$ cat config.mk
export PLATFORM = sky130hd
export DESIGN_NAME = hazard_stall_ctrl
export DESIGN_NICKNAME = d
export VERILOG_FILES = /design/src/rtl/hazard_stall_ctrl.sv
export SDC_FILE = /design/constraint.sdc
export NUM_CORES = 1
export LEC_CHECK = 0
export CAP_MARGIN = 20
export CORE_AREA = 2 2 59 61
export DETAILED_ROUTE_END_ITERATION = 12
export DIE_AREA = 0 0 61 63
export PLACE_DENSITY = 0.83
export SYNTH_ARGS = -nofsm -noshare
export SYNTH_HDL_FRONTEND = slang
export SYNTH_SLANG_ARGS = --single-unit
$ cat constraint.sdc
create_clock -name CLK -period 5.1 [get_ports CLK]
set_input_delay 0.51 -clock CLK [delete_from_list [all_inputs] [get_ports CLK]]
set_output_delay 0.51 -clock CLK [all_outputs]
set_load 0.02 [all_outputs]
$ cat src/rtl/hazard_stall_ctrl.sv
// Decode-stage pipeline sequencer: load-use bubbles, branch wait, ECALL drain/halt, MEM_STALL freeze.
// Optional performance counters are compiled in when HAZ_PERF_CNT_EN is defined.
module hazard_stall_ctrl #(
    parameter int BR_TIMEOUT   = 15,
    parameter int DRAIN_CYCLES = 3,
    parameter int CNT_W        = 32
) (
    input  logic              CLK,
    input  logic              RESET,
    input  logic              DE_V,
    input  logic [31:0]       DE_IR,
    input  logic              EXE_V,
    input  logic [31:0]       EXE_IR,
    input  logic [4:0]        EXE_DRID,
    input  logic              MEM_STALL,
    input  logic              EXE_BR_RES,
    input  logic              EXE_BR_TAKEN,
    input  logic              RESUME,
    output logic              LD_FE,
    output logic              LD_DE,
    output logic              LD_AGEX,
    output logic              DE_V_IN,
    output logic              EXE_V_IN,
    output logic              FE_FLUSH,
    output logic              V_DE_BR_STALL,
    output logic              HALTED,
`ifdef HAZ_PERF_CNT_EN
    output logic [CNT_W-1:0]  LDUSE_CNT,
    output logic [CNT_W-1:0]  BRWAIT_CNT,
    output logic [CNT_W-1:0]  MEMSTALL_CNT,
`endif
    output logic              BR_ERR
);

    localparam logic [1:0] RUN     = 2'd0;
    localparam logic [1:0] BR_WAIT = 2'd1;
    localparam logic [1:0] DRAIN   = 2'd2;
    localparam logic [1:0] HALT    = 2'd3;

    localparam int CNT_MAX = (BR_TIMEOUT > DRAIN_CYCLES) ? BR_TIMEOUT : DRAIN_CYCLES;
    localparam int CW      = (CNT_MAX > 1) ? $clog2(CNT_MAX) : 1;
    localparam logic [CW-1:0] BR_LAST = CW'(BR_TIMEOUT - 1);
    localparam logic [CW-1:0] DR_LAST = CW'(DRAIN_CYCLES - 1);

    logic [1:0]    state, state_nxt;
    logic [CW-1:0] cnt, cnt_nxt;
    logic          br_timeout;
    logic          lduse_evt;

    logic [6:0] de_op;
    logic [4:0] rs1, rs2;
    logic       rs1_used, rs2_used, exe_is_load, load_use;
    logic       de_is_ctrl, de_is_ecall;
    logic       unused_exe_ir;

    assign de_op = DE_IR[6:0];
    assign rs1   = DE_IR[19:15];
    assign rs2   = DE_IR[24:20];

    // CSR immediate forms (funct3[2]=1) put a zimm, not a register, in the rs1 field.
    assign rs1_used = !(de_op == 7'b0110111 || de_op == 7'b0010111 || de_op == 7'b1101111 ||
                        (de_op == 7'b1110011 && DE_IR[14]));
    assign rs2_used = (de_op == 7'b0110011) || (de_op == 7'b0111011) ||
                      (de_op == 7'b0100011) || (de_op == 7'b1100011);

    assign exe_is_load = EXE_V && (EXE_IR[6:0] == 7'b0000011) && (EXE_DRID != 5'd0);
    assign load_use    = exe_is_load && DE_V &&
                         ((rs1_used && rs1 == EXE_DRID) || (rs2_used && rs2 == EXE_DRID));

    assign de_is_ctrl  = (de_op == 7'b1100011) || (de_op == 7'b1101111) || (de_op == 7'b1100111);
    assign de_is_ecall = (DE_IR == 32'h0000_0073);
    assign unused_exe_ir = ^EXE_IR[31:7];

    assign V_DE_BR_STALL = (state == BR_WAIT);

    always_comb begin
        LD_FE      = 1'b0;
        LD_DE      = 1'b0;
        LD_AGEX    = 1'b0;
        DE_V_IN    = 1'b0;
        EXE_V_IN   = 1'b0;
        FE_FLUSH   = 1'b0;
        state_nxt  = state;
        cnt_nxt    = cnt;
        br_timeout = 1'b0;
        lduse_evt  = 1'b0;
        if (RESET) begin
            LD_FE   = 1'b1;
            LD_DE   = 1'b1;
            LD_AGEX = 1'b1;
        end else if (!MEM_STALL) begin
            case (state)
                RUN: begin
                    if (load_use) begin
                        LD_AGEX   = 1'b1;
                        DE_V_IN   = 1'b1;
                        lduse_evt = 1'b1;
                    end else begin
                        LD_FE    = 1'b1;
                        LD_DE    = 1'b1;
                        LD_AGEX  = 1'b1;
                        DE_V_IN  = 1'b1;
                        EXE_V_IN = DE_V;
                        if (DE_V && de_is_ctrl) begin
                            state_nxt = BR_WAIT;
                            cnt_nxt   = '0;
                        end else if (DE_V && de_is_ecall) begin
                            state_nxt = DRAIN;
                            cnt_nxt   = '0;
                        end
                    end
                end
                BR_WAIT: begin
                    LD_DE   = 1'b1;
                    LD_AGEX = 1'b1;
                    cnt_nxt = cnt + 1'b1;
                    if (EXE_BR_RES) begin
                        LD_FE     = 1'b1;
                        FE_FLUSH  = EXE_BR_TAKEN;
                        state_nxt = RUN;
                    end else if (cnt == BR_LAST) begin
                        LD_FE      = 1'b1;
                        br_timeout = 1'b1;
                        state_nxt  = RUN;
                    end
                end
                DRAIN: begin
                    LD_DE   = 1'b1;
                    LD_AGEX = 1'b1;
                    cnt_nxt = cnt + 1'b1;
                    if (cnt == DR_LAST) state_nxt = HALT;
                end
                HALT: begin
                    if (RESUME) state_nxt = RUN;
                end
                default: state_nxt = RUN;
            endcase
        end
    end

    always_ff @(posedge CLK) begin
        if (RESET) begin
            state  <= RUN;
            cnt    <= '0;
            HALTED <= 1'b0;
            BR_ERR <= 1'b0;
        end else begin
            state  <= state_nxt;
            cnt    <= cnt_nxt;
            HALTED <= (state_nxt == HALT);
            if (br_timeout) BR_ERR <= 1'b1;
        end
    end

`ifdef HAZ_PERF_CNT_EN
    always_ff @(posedge CLK) begin
        if (RESET) begin
            LDUSE_CNT    <= '0;
            BRWAIT_CNT   <= '0;
            MEMSTALL_CNT <= '0;
        end else begin
            if (lduse_evt)          LDUSE_CNT    <= LDUSE_CNT + 1'b1;
            if (state == BR_WAIT)   BRWAIT_CNT   <= BRWAIT_CNT + 1'b1;
            if (MEM_STALL)          MEMSTALL_CNT <= MEMSTALL_CNT + 1'b1;
        end
    end
`else
    logic unused_perf;
    logic [CNT_W-1:0] unused_perf_w;
    assign unused_perf_w = '0;
    assign unused_perf   = lduse_evt ^ (^unused_perf_w);
`endif

endmodule

### Clock network drawn from the DEF

(8 px per um)
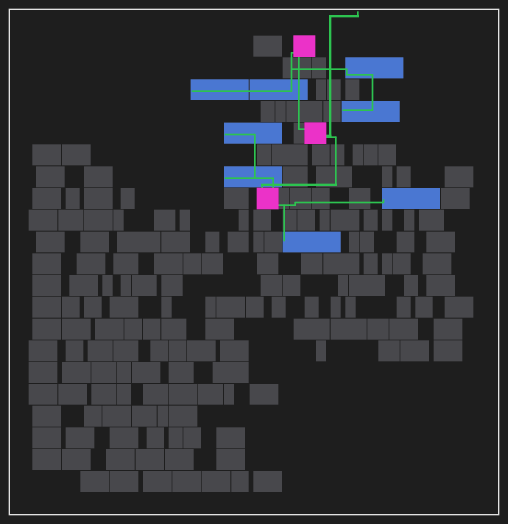
flip-flops -> blue  # count 8
clock wires -> green  # length 125 um
clock-net drivers -> magenta  # count 3
flops lie = top centre
Skew-Pair Late Insertion Delay: 0.25 ns
clk pwr: 0.0492 mW
clk_skew: 0.001250 ns

### Routing congestion map

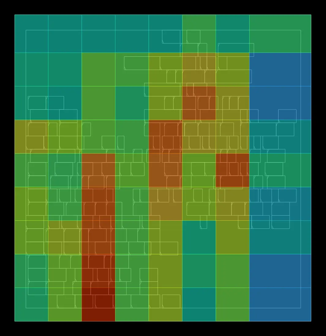
GR Util met2: 0.2392
Avg WL per Cell: 11.22 um
GR Layer Usage met1: 0.1826
All-Layer GR Usage: 0.1441
Finished Core Util: 0.4870

### Routed metal per tile

(6 px per um) 12 x 13 tiles, from white (low) to dark blue (high), scaled to the fullest tile. Values are wire area over tile area, all layers added.
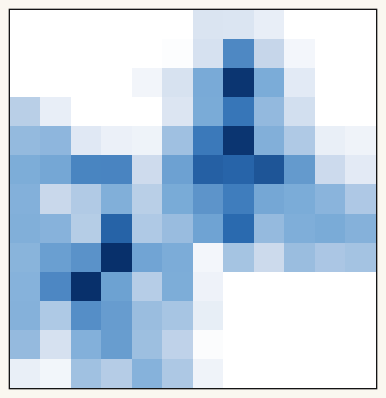
nearly empty tiles = 31%
emptiest ninth of the die = lower right
tiles over half the peak = 19%
fullest tile = 0.38
mean over tiles = 0.11
Via Count: 1,098
Detailed Route WL: 2558 um

==> cells in the final DEF (no fill, tap or decap), types with 2 or more instances in the layout <==
cell and count:
clkdlybuf4s50_1 60, nor2b_1 3, o21bai_1 3, nand2_1 7, nand2b_1 5, dfxtp_1 8
o21ai_1 5, nor4_1 6, or2_2 2, a211oi_1 2, o21ai_0 2, nand3_1 2
xnor2_1 5, inv_1 6, xor2_1 5, clkbuf_4 3, nand4_1 4, ha_1 6
nor2_1 11, nor3_1 5, a21oi_1 8
==> registers in the layout (all words and copies together) (netlist names) <==
register and count:
cnt 4, state 2, BR_ERR 1, HALTED 1
==> report_power, final <==
group / switching, mW / leakage (nW) / internal (mW) / total, mW
clock: 0.0222 / 0.0138 / 0.0270 / 0.0492
combinational: 0.0419 / 0.494 / 0.0616 / 0.104
sequential: 0.00244 / 0.0649 / 0.0647 / 0.0672
total: 0.0665 / 0.573 / 0.153 / 0.220
==> worst paths after layout <==
kind | start | to | slack, ns | cells past startpoint
min | BR_ERR | BR_ERR | 0.46 | 2
min reg2reg | BR_ERR | BR_ERR | 0.46 | 2
max reg2reg | state[1] | cnt[3] | 3.22 | 6
max | DE_IR[4] | LD_FE | 1.67 | 9
==> final cells by class <==
cell class	count	share of cell area
timing repair buffer	60	0.3816
inverter	7	0.01669
tap	46	0.03657
multi-input combinational	104	0.4491
clock buffer	3	0.01431
sequential	8	0.1017
==> kinds of logic (layout without fill, tap and decap cells) <==
| group | count (synthesis) | in the layout | synth area share |
|---|---|---|---|
| multiplexers | 1 | 1 | 0.01111 |
| adder cells (fa/ha/maj) | 6 | 6 | 0.08333 |
| buffers and inverters | 9 | 70 | 0.03750 |
| XOR/XNOR | 10 | 10 | 0.09722 |
| AND/OR/NAND/NOR | 54 | 54 | 0.3347 |
| flip-flops | 8 | 8 | 0.1778 |
| AND-OR/OR-AND | 33 | 33 | 0.2583 |
==> metal layers <==
metal  track usage  vias up  share of wire
li1              -      573              -
met1        0.1826      476           0.44
met2        0.2392       47           0.48
met3       0.02692        2          0.079
met4       0.04620        0         0.0055
met5             0        -              0
==> worst reg2reg max path: stages (launching register included) <==
cell	delay, ns
dfxtp_1	0.42
inv_1	0.11
ha_1	0.28
nor2b_1	0.19
a311oi_1	0.55
o21ai_1	0.16
o31ai_2	0.08
==> per-stage QoR <==
step | utilization | hold slack [ns]
after global placement | 0.4801 | 0.4493
after global routing | 0.4870 | 0.5232
final | 0.4870 | 0.4635
after floorplan | - | 0.4623
after CTS | 0.4870 | 0.4730
after detailed placement | 0.4801 | 0.4582
==> results.toml <==
# physical design summary
[synth]
synth_top_cell_by_area = "dfxtp_1"
yosys.area.top_type_share = 0.1778
flop_cell = "dfxtp_1"
ys_top_cells_by_area = "dfxtp_1, ha_1, xnor2_1"
fp_nets = 204
edf_count = 0
ys_async_sr_fraction = 0
synth_area_um2 = 900.9
synth_seq_share = 0.1778
syn_inst = 121
numSynthFlops = 8
yosys_cells = 121
ys_warn_count = 0
top_cell = "nor2_1"
common_cells = "nor2_1, a21oi_1, dfxtp_1, nand2_1"
yosysChipArea_um2 = 900.9
synth.avg_cell_area_um2 = 7.445
yosys.cell_types.count = 44

[setup_path]
critPathMaxStageDelay_ns = 0.59
crit_buf_inv = 2
crit_top_cell = "clkdlybuf4s50_1"
crit_type = "input port to primary output"
slowest_stage = "clkdlybuf4s50_1"
cp.arrival_ns = 2.92
path_cells = "clkdlybuf4s50_1 -> nor4bb_1 -> a211oi_1 -> o211a_1 -> o2111ai_2 -> nand2_1 -> a21oi_1 -> or2_2 -> clkdlybuf4s50_1"
end_kind = "primary output"
worstSetupStartpointType = "input port"
critPathRequiredTime_ns = 4.59

[placed_design]
place.gp.congestion = 0.7573
place_inst = 225
dpl_cell_area_um2 = 1551
dp_hpwl_um = 2186
place_ws_ns = 1.678

[floorplan]
core_area_um2 = 3232
fp_util = 0.2787
die_height_um = 63
ios = 86
dieArea_um2 = 3843
fp.dieW_um = 61
rows = 21

[clock_tree]
cts_tree = "yes"
path_clk_slew_ns = 0.06
clockBufferDepth = 2
numCtsBuffers = 3
cts_setup_buffers = 0
numClockSinks = 8
htreeDepth = 1
ctsResizeCount = 0
root_buffer = "clkbuf_4"
hold_buffers = 0

[drt]
route.antenna.remaining_nets = 0
drt_iter0_drc = 17
drt_drc_violations_left = 0
viasPerCell = 4.816
firstDrtPassIters = 4

[finish]
fin_cells = 228
drive_above_1_share = 0.06593
postLayoutCellArea_um2 = 1574
flop_area_um2 = 160.2
logic_area_um2 = 706.9
diodes = 0
num-fill-cells = 313
syn_to_final_growth_pct = 74.72
fin_nets = 267

[sta]
fmax_mhz = 291.4
finalHoldViolations = 0
fin_ws_ns = 1.668
finalSetupViolCount = 0
fin_crit_sh = 0.6729
drv_slew = 0
period_needed_ns = 3.432
tns_ns = 0
rsz0062_at_grt = "false"

[outcome]
outcome = "completed"

[power]
p_leak_nw = 0.5729
ir_drop_mv = 0.04321
power.density_nw_per_um2 = 139.7
power_mw = 0.2199

[run]
tool_warnings = 55

[min_path]
hp-class = "flop to flop"

[global_route]
grt_overflow = 0
grt_max_degree = 12
grt_pass1_wl_um = 4429
No activity file was given, so power comes from the tool's default toggle rates.
